===== src/rtl/mem_access_ctrl_pkg.sv =====
// ============================================================================
// mem_pkg
// Shared types for the MEM-stage data-memory access controller.
// Revision: 1.0  initial release
// ============================================================================
`default_nettype none

package mem_pkg;

  localparam int MEM_DATA_W = 32;
  localparam int MEM_ADDR_W = 32;
  localparam int REG_IDX_W  = 5;

  typedef enum logic {
    IDLE = 1'b0,
    BUSY = 1'b1
  } mem_state_t;

  // Everything the memory port and writeback need, latched at accept time
  typedef struct packed {
    logic                  we;
    logic [MEM_ADDR_W-1:0] addr;
    logic [MEM_DATA_W-1:0] wdata;
    logic [REG_IDX_W-1:0]  wd;
    logic                  wreg;
  } mem_req_t;

endpackage

`default_nettype wire


===== src/rtl/mem_access_ctrl_if.sv =====
// ============================================================================
// mem_access_ctrl_if
// EXE-stage inputs, data-memory port and MEM/WB outputs of the MEM stage.
// Revision: 1.0  initial release
// ============================================================================
`default_nettype none

interface mem_access_ctrl_if
  import mem_pkg::*;
#(
  parameter int DATA_W = MEM_DATA_W,
  parameter int ADDR_W = MEM_ADDR_W
);

  logic                 exe_valid;
  logic [DATA_W-1:0]    exe_alu_result;
  logic [DATA_W-1:0]    exe_sw_o;
  logic                 exe_DM_read;
  logic                 exe_DM_write;
  logic [REG_IDX_W-1:0] exe_wd;
  logic                 exe_wreg;

  logic                 dm_req;
  logic                 dm_we;
  logic [ADDR_W-1:0]    dm_addr;
  logic [DATA_W-1:0]    dm_wdata;
  logic [DATA_W-1:0]    dm_rdata;
  logic                 dm_ready;

  logic                 mem_stall;
  logic                 mem_valid;
  logic [DATA_W-1:0]    mem_wdata;
  logic [REG_IDX_W-1:0] mem_wd;
  logic                 mem_wreg;
  logic                 mem_err;

  modport master (
    input  exe_valid, exe_alu_result, exe_sw_o, exe_DM_read, exe_DM_write,
           exe_wd, exe_wreg, dm_rdata, dm_ready,
    output dm_req, dm_we, dm_addr, dm_wdata,
           mem_stall, mem_valid, mem_wdata, mem_wd, mem_wreg, mem_err
  );

  modport slave (
    output exe_valid, exe_alu_result, exe_sw_o, exe_DM_read, exe_DM_write,
           exe_wd, exe_wreg, dm_rdata, dm_ready,
    input  dm_req, dm_we, dm_addr, dm_wdata,
           mem_stall, mem_valid, mem_wdata, mem_wd, mem_wreg, mem_err
  );

endinterface

`default_nettype wire


===== src/rtl/mem_access_ctrl_timeout_cnt.sv =====
// ============================================================================
// mem_timeout_cnt
// Saturating wait counter; hit flags the TIMEOUT-th enabled cycle.
// Revision: 1.0  initial release
// ============================================================================
`default_nettype none

module mem_timeout_cnt #(
  parameter int TIMEOUT = 15
) (
  input  logic clk,
  input  logic rst,
  input  logic clear,
  input  logic enable,
  output logic hit
);

  localparam int CNT_W = $clog2(TIMEOUT + 1);
  localparam logic [CNT_W-1:0] CNT_MAX  = CNT_W'(TIMEOUT);
  localparam logic [CNT_W-1:0] CNT_LAST = CNT_W'(TIMEOUT - 1);

  logic [CNT_W-1:0] count_q, count_d;

  always_comb begin
    count_d = count_q;
    if (clear) begin
      count_d = '0;
    end else if (enable && (count_q != CNT_MAX)) begin
      count_d = count_q + CNT_W'(1);
    end
  end

  always_ff @(posedge clk or negedge rst) begin
    if (!rst) begin
      count_q <= '0;
    end else begin
      count_q <= count_d;
    end
  end

  // count_q holds the cycles already waited, so the current cycle is count_q+1
  assign hit = (count_q >= CNT_LAST);

endmodule

`default_nettype wire


===== src/rtl/mem_access_ctrl.sv =====
// ============================================================================
// mem_access_ctrl
// MEM stage: turns EXE loads/stores into req/ready memory transactions,
// stalls the front of the pipe while busy, registers the MEM/WB boundary.
// Optional: MEM_ALIGN_CHECK_EN turns misaligned accesses into errors.
// Revision: 1.0  initial release
// ============================================================================
`default_nettype none

module mem_access_ctrl
  import mem_pkg::*;
#(
  parameter int DATA_W  = MEM_DATA_W,
  parameter int ADDR_W  = MEM_ADDR_W,
  parameter int TIMEOUT = 15
) (
  input  logic              clk,
  input  logic              rst,
  mem_access_ctrl_if.master bus
);

  mem_state_t           state_q, state_d;
  mem_req_t             req_q, req_d;
  logic                 mem_valid_q, mem_valid_d;
  logic                 mem_err_q, mem_err_d;
  logic                 mem_wreg_q, mem_wreg_d;
  logic [DATA_W-1:0]    mem_wdata_q, mem_wdata_d;
  logic [REG_IDX_W-1:0] mem_wd_q, mem_wd_d;

  logic              busy;
  logic              timeout_hit;
  logic              is_mem_op;
  logic              is_illegal;
  logic              misaligned;
  logic [DATA_W-1:0] aligned_addr;

  assign busy         = (state_q == BUSY);
  assign is_mem_op    = bus.exe_DM_read ^ bus.exe_DM_write;
  assign is_illegal   = bus.exe_DM_read & bus.exe_DM_write;
  assign aligned_addr = {bus.exe_alu_result[DATA_W-1:2], 2'b00};

`ifdef MEM_ALIGN_CHECK_EN
  assign misaligned = is_mem_op & (bus.exe_alu_result[1:0] != 2'b00);
`else
  assign misaligned = 1'b0;
`endif

  mem_timeout_cnt #(
    .TIMEOUT (TIMEOUT)
  ) u_timeout_cnt (
    .clk    (clk),
    .rst    (rst),
    .clear  (!busy),
    .enable (busy & ~bus.dm_ready),
    .hit    (timeout_hit)
  );

  always_comb begin
    state_d     = state_q;
    req_d       = req_q;
    mem_valid_d = 1'b0;
    mem_err_d   = 1'b0;
    mem_wreg_d  = 1'b0;
    mem_wdata_d = mem_wdata_q;
    mem_wd_d    = mem_wd_q;

    unique case (state_q)
      IDLE: begin
        if (bus.exe_valid) begin
          mem_wd_d = bus.exe_wd;
          if (is_illegal || misaligned) begin
            mem_valid_d = 1'b1;
            mem_err_d   = 1'b1;
            mem_wdata_d = '0;
          end else if (is_mem_op) begin
            state_d     = BUSY;
            req_d.we    = bus.exe_DM_write;
            req_d.addr  = MEM_ADDR_W'(aligned_addr);
            req_d.wdata = MEM_DATA_W'(bus.exe_sw_o);
            req_d.wd    = bus.exe_wd;
            req_d.wreg  = bus.exe_wreg;
          end else begin
            mem_valid_d = 1'b1;
            mem_wdata_d = bus.exe_alu_result;
            mem_wreg_d  = bus.exe_wreg;
          end
        end
      end
      BUSY: begin
        // dm_ready is checked first so a completion in the timeout cycle is not an error
        if (bus.dm_ready) begin
          state_d     = IDLE;
          mem_valid_d = 1'b1;
          mem_wd_d    = req_q.wd;
          mem_wdata_d = req_q.we ? '0 : bus.dm_rdata;
          mem_wreg_d  = ~req_q.we & req_q.wreg;
        end else if (timeout_hit) begin
          state_d     = IDLE;
          mem_valid_d = 1'b1;
          mem_err_d   = 1'b1;
          mem_wd_d    = req_q.wd;
          mem_wdata_d = '0;
        end
      end
      default: state_d = IDLE;
    endcase
  end

  always_ff @(posedge clk or negedge rst) begin
    if (!rst) begin
      state_q     <= IDLE;
      req_q       <= '0;
      mem_valid_q <= 1'b0;
      mem_err_q   <= 1'b0;
      mem_wreg_q  <= 1'b0;
      mem_wdata_q <= '0;
      mem_wd_q    <= '0;
    end else begin
      state_q     <= state_d;
      req_q       <= req_d;
      mem_valid_q <= mem_valid_d;
      mem_err_q   <= mem_err_d;
      mem_wreg_q  <= mem_wreg_d;
      mem_wdata_q <= mem_wdata_d;
      mem_wd_q    <= mem_wd_d;
    end
  end

  assign bus.dm_req    = busy;
  assign bus.dm_we     = req_q.we;
  assign bus.dm_addr   = ADDR_W'(req_q.addr);
  assign bus.dm_wdata  = DATA_W'(req_q.wdata);
  assign bus.mem_stall = busy & ~bus.dm_ready & ~timeout_hit;
  assign bus.mem_valid = mem_valid_q;
  assign bus.mem_err   = mem_err_q;
  assign bus.mem_wreg  = mem_wreg_q;
  assign bus.mem_wdata = mem_wdata_q;
  assign bus.mem_wd    = mem_wd_q;

endmodule

`default_nettype wire

===== src/flat_wrapper.sv =====
// flat-port wrapper written by rule: the top's interface ports become plain ports
module mem_access_ctrl_flat import mem_pkg::*;
#(
  parameter int DATA_W  = MEM_DATA_W,
  parameter int ADDR_W  = MEM_ADDR_W,
  parameter int TIMEOUT = 15
)
  (clk, rst, bus_exe_valid, bus_exe_alu_result, bus_exe_sw_o, bus_exe_DM_read, bus_exe_DM_write, bus_exe_wd, bus_exe_wreg, bus_dm_rdata, bus_dm_ready, bus_dm_req, bus_dm_we, bus_dm_addr, bus_dm_wdata, bus_mem_stall, bus_mem_valid, bus_mem_wdata, bus_mem_wd, bus_mem_wreg, bus_mem_err);
  mem_access_ctrl_if #(.DATA_W(DATA_W), .ADDR_W(ADDR_W)) bus_i ();
  input  logic clk;
  input  logic rst;
  input wire logic [$bits(bus_i.exe_valid)-1:0] bus_exe_valid;
  input wire logic [$bits(bus_i.exe_alu_result)-1:0] bus_exe_alu_result;
  input wire logic [$bits(bus_i.exe_sw_o)-1:0] bus_exe_sw_o;
  input wire logic [$bits(bus_i.exe_DM_read)-1:0] bus_exe_DM_read;
  input wire logic [$bits(bus_i.exe_DM_write)-1:0] bus_exe_DM_write;
  input wire logic [$bits(bus_i.exe_wd)-1:0] bus_exe_wd;
  input wire logic [$bits(bus_i.exe_wreg)-1:0] bus_exe_wreg;
  input wire logic [$bits(bus_i.dm_rdata)-1:0] bus_dm_rdata;
  input wire logic [$bits(bus_i.dm_ready)-1:0] bus_dm_ready;
  output wire logic [$bits(bus_i.dm_req)-1:0] bus_dm_req;
  output wire logic [$bits(bus_i.dm_we)-1:0] bus_dm_we;
  output wire logic [$bits(bus_i.dm_addr)-1:0] bus_dm_addr;
  output wire logic [$bits(bus_i.dm_wdata)-1:0] bus_dm_wdata;
  output wire logic [$bits(bus_i.mem_stall)-1:0] bus_mem_stall;
  output wire logic [$bits(bus_i.mem_valid)-1:0] bus_mem_valid;
  output wire logic [$bits(bus_i.mem_wdata)-1:0] bus_mem_wdata;
  output wire logic [$bits(bus_i.mem_wd)-1:0] bus_mem_wd;
  output wire logic [$bits(bus_i.mem_wreg)-1:0] bus_mem_wreg;
  output wire logic [$bits(bus_i.mem_err)-1:0] bus_mem_err;
  assign bus_i.exe_valid = bus_exe_valid;
  assign bus_i.exe_alu_result = bus_exe_alu_result;
  assign bus_i.exe_sw_o = bus_exe_sw_o;
  assign bus_i.exe_DM_read = bus_exe_DM_read;
  assign bus_i.exe_DM_write = bus_exe_DM_write;
  assign bus_i.exe_wd = bus_exe_wd;
  assign bus_i.exe_wreg = bus_exe_wreg;
  assign bus_i.dm_rdata = bus_dm_rdata;
  assign bus_i.dm_ready = bus_dm_ready;
  assign bus_dm_req = bus_i.dm_req;
  assign bus_dm_we = bus_i.dm_we;
  assign bus_dm_addr = bus_i.dm_addr;
  assign bus_dm_wdata = bus_i.dm_wdata;
  assign bus_mem_stall = bus_i.mem_stall;
  assign bus_mem_valid = bus_i.mem_valid;
  assign bus_mem_wdata = bus_i.mem_wdata;
  assign bus_mem_wd = bus_i.mem_wd;
  assign bus_mem_wreg = bus_i.mem_wreg;
  assign bus_mem_err = bus_i.mem_err;
  mem_access_ctrl #(.DATA_W(DATA_W), .ADDR_W(ADDR_W), .TIMEOUT(TIMEOUT)) u_core (.clk(clk), .rst(rst), .bus(bus_i));
endmodule

===== config.mk =====
export PLATFORM = sky130hd
export DESIGN_NAME = mem_access_ctrl_flat
export DESIGN_NICKNAME = d
export VERILOG_FILES = /design/src/rtl/mem_access_ctrl_pkg.sv /design/src/rtl/mem_access_ctrl_if.sv /design/src/rtl/mem_access_ctrl_timeout_cnt.sv /design/src/rtl/mem_access_ctrl.sv /design/src/flat_wrapper.sv
export SDC_FILE = /design/constraint.sdc
export NUM_CORES = 1
export LEC_CHECK = 0
export CELL_PAD_IN_SITES_DETAIL_PLACEMENT = 1
export CELL_PAD_IN_SITES_GLOBAL_PLACEMENT = 1
export CORE_MARGIN = 4
export CORE_UTILIZATION = 36
export DETAILED_ROUTE_END_ITERATION = 6
export PLACE_DENSITY = 0.95
export SLEW_MARGIN = 5
export SYNTH_ARGS = -nofsm -noshare
export SYNTH_HDL_FRONTEND = slang
export SYNTH_SLANG_ARGS = --single-unit

===== constraint.sdc =====
create_clock -name clk -period 3.8 [get_ports clk]
set_clock_uncertainty 0.05 [all_clocks]
set_input_delay 1.14 -clock clk [delete_from_list [all_inputs] [get_ports clk]]
set_output_delay 1.14 -clock clk [all_outputs]
set_load 0.02 [all_outputs]

==> results.toml, run 1 <==
# synthesis and place-and-route metrics
[status]
status = "complete, no violations"

[global_routing]
grt_max_degree = 71
use_met3 = 0.0602
grt_pass1_vias = 4171
met1_usage = 0.193
grt_overflow = 0
grt_pass1_wl_um = 22800
antenna_found_initial = 0
grt.met2_usage = 0.326

[floorplan]
initial_core_util = 0.365
core_um2 = 14500
num_rows = 44
die_w_um = 129
die-area_um2 = 16700
fp.dieH_um = 129
io_pins = 215

[synthesis]
ys_ff = 114
ys_cells = 378
synth.distinct_cells = 32
flop_cell = "dfrtp_1"
synthArstFlopShare = 1.00
synth_top_cell_by_area = "dfrtp_1"
top_cell = "dfrtp_1"
syn_area_per_cell_um2 = 14.0
edf_count = 0
top_area_frac = 0.540
syn_area_um2 = 5280
ys_top_cells_by_count = "114 x dfrtp_1, 91 x mux2_2, 70 x buf_4"
area_leaders = "dfrtp_1 54%, mux2_2 19%, buf_4 9.9%"
yosys_warnings = 0
ys_area_um2 = 5280
synthCells = 378
postSynthSeqShare = 0.540

[critical_path]
cp-startpoint = "bus_dm_ready"
critical_path_class = "input port to output port"
r2r-start = "u_core.u_timeout_cnt.count_q[0]$_DFFE_PN0P_"
path_max_fanout = 2
reg2regPathDepth = 6
critPathLaunchType = "input port"
critPathArrivalTime_ns = 2.17
rr_endpoint = "u_core.bus.mem_wd[3]$_DFFE_PN0P_"
critPathRequiredTime_ns = 2.61
endpoint = "bus_mem_stall"
end_kind = "output port"
r2r_setup_slack_ns = 1.80

[drt]
vias = 3570
drc = 0
ant_nets = 0
routed_wl_um = 14700
dr.pass1.iters = 4
drt_iter0_markers = 90
vias_per_cell = 4.87

[timing]
min_period_ns = 3.36
tightest_slew_ns = 0.915
hold_violations = 0
slew_viol_final = 0
fin_crit_sh = 0.885
fmaxAchievable_mhz = 297
timing.setup.tns_ns = 0
setup_viol = 0
whs_ns = 0.439
rsz0062_at_grt = "false"
timing.slew.headroom = 0.390

[clock_network]
cts_buffer_depth = 2
clkLatencyLatePin_ns = 0.41
cts_tree = "built"
cts_inserted_buffers = 17
cts_max_level = 4
cts_sinks = 114
cts_root_buf = "clkbuf_16"
clk_pin_slew_ns = 0.05

[cells_and_area]
layout.nets = 648
syn2layout_area_growth_pct = 45.3
antenna_cells = 0
drive_gt1_frac = 0.268

[power]
p_leak_nw = 3.27
vdd_drop_max_v = 0.000279
power_density_nw_per_um2 = 671

[placement]
place.gp.congestion = 0.766
portBuffers = 212
dp_hpwl_um = 10900

[worst_hold_path]
min_from = "u_core.bus.mem_wd[1]$_DFFE_PN0P_"
hold_depth = 1
min_to = "u_core.bus.mem_wd[1]$_DFFE_PN0P_"
hp-class = "flip-flop to flip-flop"

[run]
warnings = 27
maxCapViolCount = 0
[run 1: flip-flops by register name (all words and copies together), names as in the netlist]
register,count
u_core.u_timeout_cnt.count_q,4
u_core.bus.mem_wdata,32
u_core.bus.mem_err,1
u_core.bus.mem_wreg,1
u_core.bus.dm_we,1
u_core.bus.dm_addr,30
u_core.req_q,6
u_core.bus.mem_valid,1
u_core.bus.mem_wd,5
u_core.bus.dm_req,1
u_core.bus.dm_wdata,32
[run 1: through the flow]
stage | power, mW | worst slack [ns] | util | instances | cell area, µm²
6_report | 5.15 | 0.437 | 0.530 | 733 | 7670
5_1_grt | 5.41 | 0.367 | 0.530 | 733 | 7670
4_1_cts | 5.22 | 0.0412 | 0.530 | 733 | 7670
3_5_place_dp | 3.76 | 0.0489 | 0.493 | 702 | 7140
3_3_place_gp | 3.66 | 0.0822 | 0.493 | 702 | 7140
2_1_floorplan | 3.02 | 1.07 | - | 379 | 5290
[run 1: critical path: stages]
cell and delay (ns):
clkdlybuf4s50_1 0.43, nand2b_1 0.19, nor2_2 0.17, dlymetal6s2s_1 0.25
[run 1: timing repair]
item,CTS,global route
gates resized,0,1
setup endpoints to repair,0,1
buffers inserted,0,0
hold buffers,0,0
[run 1: power by group]
| group | internal (mW) | leakage, nW | total, mW | switching [mW] |
|---|---|---|---|---|
| registers | 1.58 | 1.38 | 1.79 | 0.212 |
| logic | 1.04 | 1.63 | 1.92 | 0.878 |
| clock network | 0.902 | 0.257 | 1.44 | 0.539 |
| total | 3.52 | 3.27 | 5.15 | 1.63 |
[run 1: placed cells by master, fill, tap and decap left out, types with 2 or more instances in the layout]
cell type / count
nand2_1: 4
mux2_2: 91
clkdlybuf4s50_1: 210
dfrtp_1: 114
o21a_1: 5
buf_4: 6
a22o_1: 32
ha_1: 3
mux2_4: 10
inv_1: 5
clkinv_2: 6
o22a_1: 5
clkbuf_16: 17
nand3_1: 5
clkinvlp_4: 4
buf_12: 4
conb_1: 2
o21ai_0: 6
clkbuf_1: 2
[run 1: layout make-up]
type                            count  area [µm²]
Tap cell                          184         230
Clock inverter                     11        90.1
Multi-Input combinational cell    178        1800
Sequential cell                   114        2850
Inverter                            5        18.8
Clock buffer                       20         447
Timing Repair Buffer              221        2240
Fill cell                        1431        6800
[run 1: layer usage]
layer,vias up,part of all wire
met1,1804,0.38
met3,23,0.071
met5,-,0
met2,137,0.53
met4,0,0.019
li1,1606,-
[run 1: cell families after synthesis]
logic type	synth area share
compound gates	0.0855
xor+xnor	0.00166
fa+ha+maj	0.00710
buf+inv	0.122
flops	0.540
mux	0.222
other cells	0.000710
simple gates	0.0206
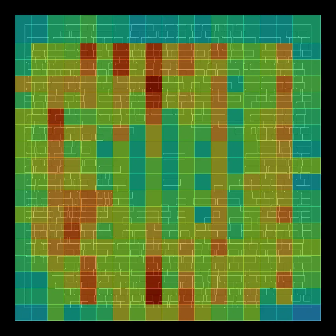
**Above:** run 1 (routing congestion).
busiest grt layer: met2
GRT Total Usage: 0.179
Util after Layout: 0.530
WL/cell: 20.1 µm

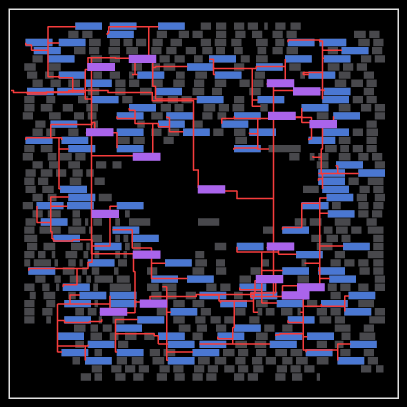
**Above:** run 1 (clock wires, drivers and flops).
Drawn at 3 px/µm.
red -> clock wires  # length 1550 µm
blue -> flip-flops  # count 114
purple -> clock drivers  # count 17
flops lie = spread over the die
routed clock nets = 18

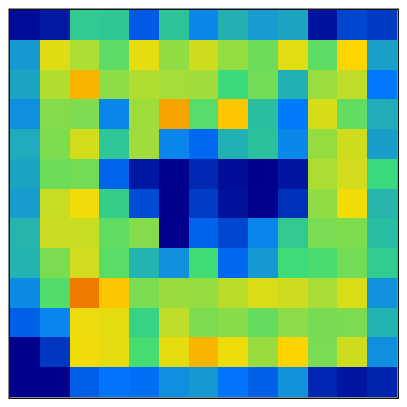
**Above:** run 1 (local utilization).
Drawn at 3 px/µm. The die is cut into 13 by 13 equal tiles; dark blue is low, red is high, 0 to 100% covered.
fullest tile = 86%
emptiest ninth of the die = center
mean over tiles = 45%
nearly empty tiles = 4.7%

**Run 1: port wiring**

Drawn at 2 px/µm.
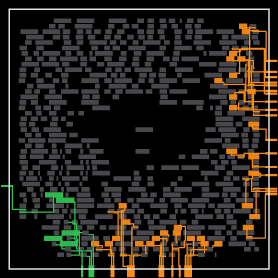

==> inputs of run 2 (changes only) <==
--- a/config.mk
+++ b/config.mk
@@ -5,7 +5,7 @@
 export SDC_FILE = /design/constraint.sdc
 export NUM_CORES = 1
 export LEC_CHECK = 0
-export CELL_PAD_IN_SITES_DETAIL_PLACEMENT = 1
+export CELL_PAD_IN_SITES_DETAIL_PLACEMENT = 0
 export CELL_PAD_IN_SITES_GLOBAL_PLACEMENT = 1
 export CORE_MARGIN = 4
 export CORE_UTILIZATION = 36
==> constraint.sdc (replaced) <==
create_clock -name clk -period 3.8 [get_ports clk]
set_clock_uncertainty 0.05 [all_clocks]
set_input_delay 0.38 -clock clk [delete_from_list [all_inputs] [get_ports clk]]
set_output_delay 0.38 -clock clk [all_outputs]
set_load 0.02 [all_outputs]
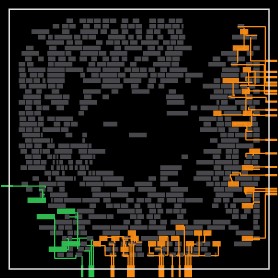
**Above:** run 2 (port wiring).
Drawn at 2 px/µm.
orange -> `bus_exe_sw_o`  # bits 32, direction input, end cells 32, buffers 32, wire 766 µm
green -> `bus_mem_wd`  # bits 5, direction output, end cells 5, buffers 5, wire 151 µm

==> run 2 against run 1 <==
Effect of this change:
- register-to-register slack got worse by 0.22 ns
- clock power increased by about 20%
- utilization increased by 0.48 points
- first-iteration DRC count decreased by 7.8%
- critical path type is now flip-flop to output port
==> results.toml, run 2 <==
# synthesis and place-and-route metrics
[clock_network]
cts_buffer_depth = 2
hold_buffers = 0
cts_inserted_buffers = 17
cts_setup_buffers = 0
clk_pin_slew_ns = 0.05
cts_tree = "built"
cts_sinks = 114
cts_max_level = 4
cts_resized = 0
cts_root_buf = "clkbuf_16"
clkLatencyLatePin_ns = 0.40

[placement]
dp_hpwl_um = 9650
portBuffers = 212
place_inst = 699
dp_slack_ns = 1.08
place.gp.congestion = 0.772

[cells_and_area]
layout_top_cell = "clkdlybuf4s50_1"
final_core_util = 0.535
fin_cells = 731
lay_top_cells = "211 x clkdlybuf4s50_1, 114 x dfrtp_1, 91 x mux2_2"
syn2layout_area_growth_pct = 46.6
layout.nets = 645
antenna_cells = 0
drive_gt1_frac = 0.269

[synthesis]
synthCells = 378
postSynthSeqShare = 0.540
top_area_frac = 0.540
top_cell = "dfrtp_1"
ys_top_cells_by_count = "114 x dfrtp_1, 91 x mux2_2, 70 x buf_4"
syn_area_um2 = 5280
ys_area_um2 = 5280
edf_count = 0
syn_area_per_cell_um2 = 14.0
area_leaders = "dfrtp_1 54%, mux2_2 19%, buf_4 9.9%"
yosys_warnings = 0
ys_cells = 378
synth.distinct_cells = 32
flop_cell = "dfrtp_1"
ys_ff = 114
synthArstFlopShare = 1.00
synth_top_cell_by_area = "dfrtp_1"

[power]
switching_share = 0.295
pwr-share-comb = 0.349
pwr-share-seq = 0.330
p_leak_nw = 3.30
switchingPower_mw = 1.59
intPower_mw = 3.81
p_clk_frac = 0.321
power_density_nw_per_um2 = 697
fin_total_pwr_mw = 5.40
vdd_drop_max_v = 0.000402

[timing]
fin_ws_ns = 1.19
tightest_slew_ns = 0.904
hold_violations = 0
timing.slew.headroom = 0.397
fmaxAchievable_mhz = 383
timing.setup.tns_ns = 0
rsz0062_at_grt = "false"
slew_viol_final = 0
fin_crit_sh = 0.687
min_period_ns = 2.61
setup_viol = 0

[status]
status = "complete, no violations"

[critical_path]
cp-startpoint = "u_core.u_timeout_cnt.count_q[0]$_DFFE_PN0P_"
end_kind = "output port"
endpoint = "bus_mem_stall"
r2r-start = "u_core.bus.dm_req$_DFF_PN0_"
r2r_setup_slack_ns = 1.58
path_max_fanout = 5
critPathLaunchType = "flip-flop"
reg2regPathDepth = 5
critPathArrivalTime_ns = 2.18
rr_endpoint = "u_core.bus.mem_wdata[8]$_DFFE_PN0P_"
critical_path_class = "flip-flop to output port"
critPathRequiredTime_ns = 3.37

[run]
maxCapViolCount = 0
warnings = 27

[floorplan]
initial_core_util = 0.365
die_w_um = 129
num_rows = 44
core_um2 = 14500
io_pins = 215
fp.dieH_um = 129
die-area_um2 = 16700

[drt]
wire_per_inst_um = 17.9
vias = 3529
drc = 0
dr.pass1.iters = 5
drt_iter0_markers = 83
vias_per_cell = 4.83
routed_wl_um = 13100
ant_nets = 0

[global_routing]
grt_max_degree = 73
grt_overflow = 0
grt_pass1_vias = 3909
grt_pass1_wl_um = 20300
antenna_found_initial = 0
globalRouteTotalUtil = 0.157

[worst_hold_path]
hp-class = "input port to asynchronous set/reset pin"
==> run 2: cell counts after synthesis <==
No cell type changed its count.
==> run 2: per-layer routing <==
| metal | track usage | wire, µm |
|---|---|---|
| met1 | 0.180 | 5240 |
| met2 | 0.271 | 6670 |
| met3 | 0.0622 | 1010 |
| met4 | 0.0451 | 140 |
| met5 | 0 | 0 |
==> run 2: logic make-up after synthesis <==
| kind of cell | after synthesis | synth area share |
|---|---|---|
| compound gates | 55 | 0.0855 |
| xor+xnor | 1 | 0.00166 |
| fa+ha+maj | 3 | 0.00710 |
| buf+inv | 87 | 0.122 |
| flops | 114 | 0.540 |
| mux | 101 | 0.222 |
| other cells | 1 | 0.000710 |
| simple gates | 16 | 0.0206 |
==> run 2: how the worst min path moves through the flow <==
| stage | start | end | slack, ns | cells past startpoint |
|---|---|---|---|---|
| floorplan | rst | u_core.bus.dm_addr[10]$_DFFE_PN0P_ | 0.03 | 0 |
| global placement | u_core.req_q[0]$_DFFE_PN0P_ | u_core.bus.mem_wreg$_DFF_PN0_ | 0.42 | 2 |
| detailed placement | u_core.req_q[0]$_DFFE_PN0P_ | u_core.bus.mem_wreg$_DFF_PN0_ | 0.43 | 2 |
| CTS | rst | u_core.bus.dm_wdata[0]$_DFFE_PN0P_ | 0.09 | 1 |
| global route | rst | u_core.bus.dm_wdata[9]$_DFFE_PN0P_ | 0.14 | 1 |
| finish | rst | u_core.bus.dm_wdata[7]$_DFFE_PN0P_ | 0.07 | 1 |
==> run 2: area by class of cell <==
| cell class | count | area (µm²) |
|---|---|---|
| Multi-Input combinational cell | 178 | 1800 |
| Timing Repair Buffer | 218 | 2190 |
| Clock buffer | 23 | 508 |
| Clock inverter | 9 | 149 |
| Fill cell | 1206 | 6730 |
| Inverter | 5 | 18.8 |
| Sequential cell | 114 | 2850 |
| Tap cell | 184 | 230 |
==> run 2: critical path, stage by stage (launching register included) <==
cell	delay, ns
dfrtp_1	0.40
inv_1	0.06
ha_1	0.20
o211a_4	0.27
nor2_2	0.19
clkdlybuf4s50_1	0.64
==> run 2: power groups by stage <==
| stage | Clock [mW] | Combinational (mW) | Sequential (mW) |
|---|---|---|---|
| final | 1.73 | 1.88 | 1.78 |
| after global routing | 1.83 | 1.99 | 1.83 |
| after CTS | 1.77 | 1.91 | 1.79 |
| after global placement | 0 | 1.88 | 1.78 |
| after detailed placement | 0 | 1.91 | 1.81 |
| after floorplan | 0 | 1.12 | 1.90 |
==> run 2: through the flow <==
step                      hold slack (ns)  cell area, µm²
after global placement              0.425            7090
after floorplan                    0.0344            5290
final                              0.0683            7740
after detailed placement            0.430            7090
after CTS                          0.0903            7740
after global routing                0.138            7740
**Run 2: routing congestion**

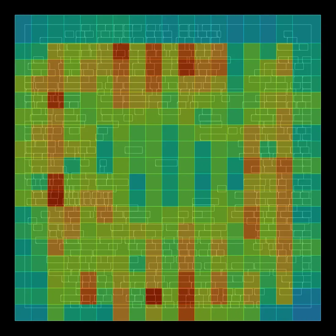

==> inputs of run 3 (changes only) <==
--- a/config.mk
+++ b/config.mk
@@ -8,9 +8,9 @@
 export CELL_PAD_IN_SITES_DETAIL_PLACEMENT = 0
 export CELL_PAD_IN_SITES_GLOBAL_PLACEMENT = 1
 export CORE_MARGIN = 4
-export CORE_UTILIZATION = 36
+export CORE_UTILIZATION = 34
 export DETAILED_ROUTE_END_ITERATION = 6
-export PLACE_DENSITY = 0.95
+export PLACE_DENSITY = 0.91
 export SLEW_MARGIN = 5
 export SYNTH_ARGS = -nofsm -noshare
 export SYNTH_HDL_FRONTEND = slang
==> constraint.sdc (replaced) <==
create_clock -name clk -period 2.43 [get_ports clk]
set_clock_uncertainty 0.05 [all_clocks]
set_input_delay 0.243 -clock clk [delete_from_list [all_inputs] [get_ports clk]]
set_output_delay 0.243 -clock clk [all_outputs]
set_load 0.02 [all_outputs]
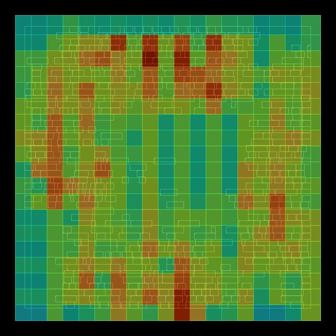
**Above:** run 3 (routing congestion).
GRT Total Usage: 0.158
GR met3 Demand/Resource: 0.0593
GR Util met1: 0.179
WL/cell: 18.2 µm

==> run 3 against run 2 <==
Effect of this change:
- total power increased by 48%
- synthesized cell count stayed put
- sequential share of layout area grew 0.20 points
- count of clock-buffer cells in the layout down 2
- critical path type unchanged
- critical path depth unchanged
- largest power group unchanged
- critical endpoint unchanged
- final cell count is 1.4% higher
==> results.toml, run 3 <==
# synthesis and place-and-route metrics
[synthesis]
ys_ff = 114
edf_count = 0
ys_cells = 378
synth.distinct_cells = 32
top_area_frac = 0.540
yosys_warnings = 0
area_leaders = "dfrtp_1 54%, mux2_2 19%, buf_4 9.9%"
postSynthSeqShare = 0.540
ys_area_um2 = 5280
ys_top_cells_by_count = "114 x dfrtp_1, 91 x mux2_2, 70 x buf_4"
flop_cell = "dfrtp_1"
syn_area_um2 = 5280
synthCells = 378
syn_area_per_cell_um2 = 14.0
synth_top_cell_by_area = "dfrtp_1"
synthArstFlopShare = 1.00
top_cell = "dfrtp_1"

[floorplan]
initial_core_util = 0.348
io_pins = 215
fp.dieH_um = 133
num_rows = 45
core_um2 = 15200
die-area_um2 = 17600
die_w_um = 133

[clock_network]
cts_buffer_depth = 2
clkLatencyLatePin_ns = 0.40
cts_setup_buffers = 0
cts_root_buf = "clkbuf_16"
cts_max_level = 4
cts_inserted_buffers = 17
cts_tree = "built"
cts_sinks = 114
clk_pin_slew_ns = 0.05

[critical_path]
slowest_stage = "dfrtp_1"
reg2regPathDepth = 7
critical_path_class = "flip-flop to output port"
path_cells = "inv_1, ha_1, o211a_4, nor2_2, dlygate4sd2_1"
critPathRequiredTime_ns = 2.14
r2r_setup_slack_ns = 0.53
path_max_fanout = 5
cpPeakStageDelay_ns = 0.43
end_kind = "output port"
critPathArrivalTime_ns = 1.93
r2r-start = "u_core.u_timeout_cnt.count_q[0]$_DFFE_PN0P_"
rr_endpoint = "u_core.bus.mem_wdata[28]$_DFFE_PN0P_"
path_buffers = 2
critPathLaunchType = "flip-flop"
path_delay_family = "flip-flops"

[global_routing]
grt.met2_usage = 0.275
antenna_found_initial = 0
grt_pass1_vias = 4016
grt_overflow = 0
busiest_layer = "met2"
grt_pass1_wl_um = 21800
grt_max_degree = 51

[drt]
drt_iter0_markers = 73
ant_nets = 0
vias = 3572
dr.pass1.iters = 4
vias_per_cell = 4.82
routed_wl_um = 13500
drc = 0

[power]
fin_total_pwr_mw = 7.97
intPower_mw = 5.47
p_clk_frac = 0.277
pwr-share-seq = 0.348
switchingPower_mw = 2.50
pwr-share-comb = 0.375
p_leak_nw = 3.28
power_density_nw_per_um2 = 1030
vdd_drop_max_v = 0.000503
switching_share = 0.314

[placement]
portBuffers = 212
place_inst = 709
place_area_um2 = 7160
dp_slack_ns = 0.153
dp_hpwl_um = 9930
place.gp.congestion = 0.765

[timing]
min_period_ns = 2.22
fmaxAchievable_mhz = 451
fin_ws_ns = 0.212
hold_violations = 0
timing.setup.tns_ns = 0
setup_viol = 0
fin_crit_sh = 0.913
whs_ns = 0.330
slew_viol_final = 0
rsz0062_at_grt = "false"

[cells_and_area]
syn2layout_area_growth_pct = 45.8
layout.nets = 652
final_core_util = 0.507
postLayoutCellArea_um2 = 7700
lay_top_cells = "210 x clkdlybuf4s50_1, 114 x dfrtp_1, 91 x mux2_2"
layout_top_cell = "clkdlybuf4s50_1"
antenna_cells = 0
fin_cells = 741
drive_gt1_frac = 0.273

[run]
warnings = 27
maxCapViolCount = 0

[worst_hold_path]
hp-class = "input port to asynchronous set/reset pin"

[status]
status = "complete, no violations"
run 3: per-layer routing:
layer,vias to the layer above,share of wire
met5,-,0
met4,0,0.018
met3,22,0.069
met2,136,0.52
met1,1804,0.40
li1,1610,-
run 3: cells by family after synthesis:
| group | Yosys count | synth area share |
|---|---|---|
| AOI/OAI and AO/OA | 55 | 0.0855 |
| and+or+nand+nor | 16 | 0.0206 |
| other | 1 | 0.000710 |
| buffers and inverters | 87 | 0.122 |
| DFF | 114 | 0.540 |
| adders and majority gates | 3 | 0.00710 |
| muxes | 101 | 0.222 |
| xor gates and xnor gates | 1 | 0.00166 |
run 3: worst max path at each step:
stage	start	endpoint	slack [ns]	depth (start not counted)
2_1_floorplan	u_core.u_timeout_cnt.count_q[0]$_DFFE_PN0P_	u_core.bus.mem_wdata[0]$_DFFE_PN0P_	0.60	7
3_3_place_gp	bus_exe_DM_write	u_core.bus.mem_wdata[0]$_DFFE_PN0P_	0.20	7
3_5_place_dp	bus_exe_DM_write	u_core.bus.mem_wdata[28]$_DFFE_PN0P_	0.15	7
4_1_cts	u_core.u_timeout_cnt.count_q[0]$_DFFE_PN0P_	bus_mem_stall	0.19	5
5_1_grt	u_core.u_timeout_cnt.count_q[0]$_DFFE_PN0P_	bus_mem_stall	0.12	5
6_report	u_core.u_timeout_cnt.count_q[0]$_DFFE_PN0P_	bus_mem_stall	0.21	5
run 3: area by class of cell:
cell class / count / area, µm²
flip-flops and latches: 114 / 2850
fillers: 1319 / 7500
clock inverters: 10 / 61.3
multi-input cells: 178 / 1800
well taps: 188 / 235
inverters: 5 / 18.8
clock buffers: 21 / 470
repair buffers: 225 / 2270
run 3: power groups by stage:
stage                     combinational, mW  sequential (mW)  clock [mW]
after floorplan                        1.75             2.98           0
after CTS                              3.03             2.78        2.28
after global routing                   3.15             2.86        2.37
final                                  2.99             2.77        2.21
after global placement                 2.97             2.77           0
after detailed placement               3.02             2.81           0
run 3: repair_timing:
| action | CTS | global route |
|---|---|---|
| setup endpoints to repair | 1 | 0 |
| resized | 1 | 0 |
| hold endpoints to repair | 33 | 0 |
| hold buffers | 1 | 0 |
run 3: worst reg2reg max path: stages (launching register included):
cell and delay (ns):
dfrtp_1 0.43, inv_1 0.07, ha_1 0.21, o211a_4 0.27, nor2_2 0.20, a21oi_4 0.07, buf_4 0.21, mux2_2 0.29

==> notes/layouts.md <==
Pictures saved along the way, in no particular order.

Metal 4.
Drawn at 3 px/µm. Supply wires on this layer in gray.
image #1
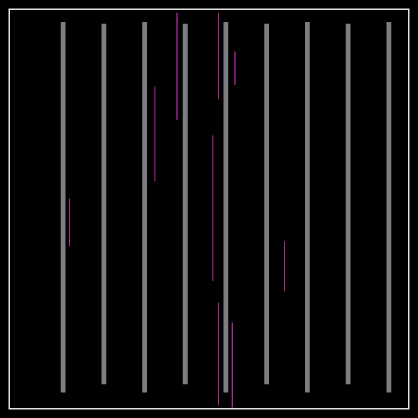
image #2
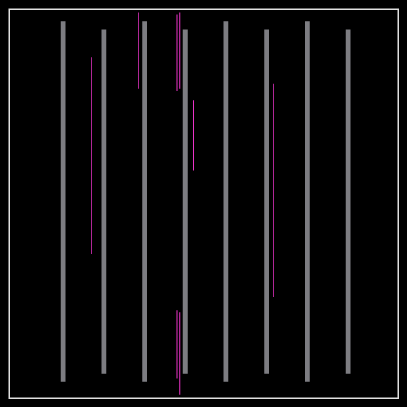
image #3
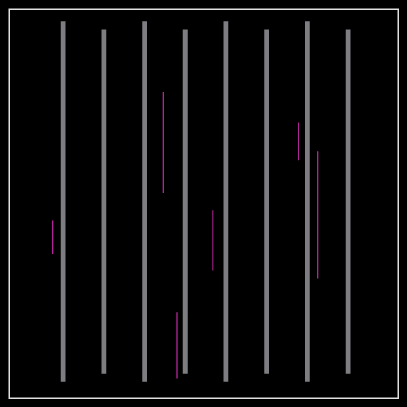
image #3 -> run 2
image #1 -> run 3
image #2 -> run 1

Key to image #1:
wire length on this layer = 248 µm
main direction = vertical
share of all routed wire = 1.8%
nets with wire on the layer = 8
longest straight run = 48.3 µm

Power and IR drop assume default switching activity.
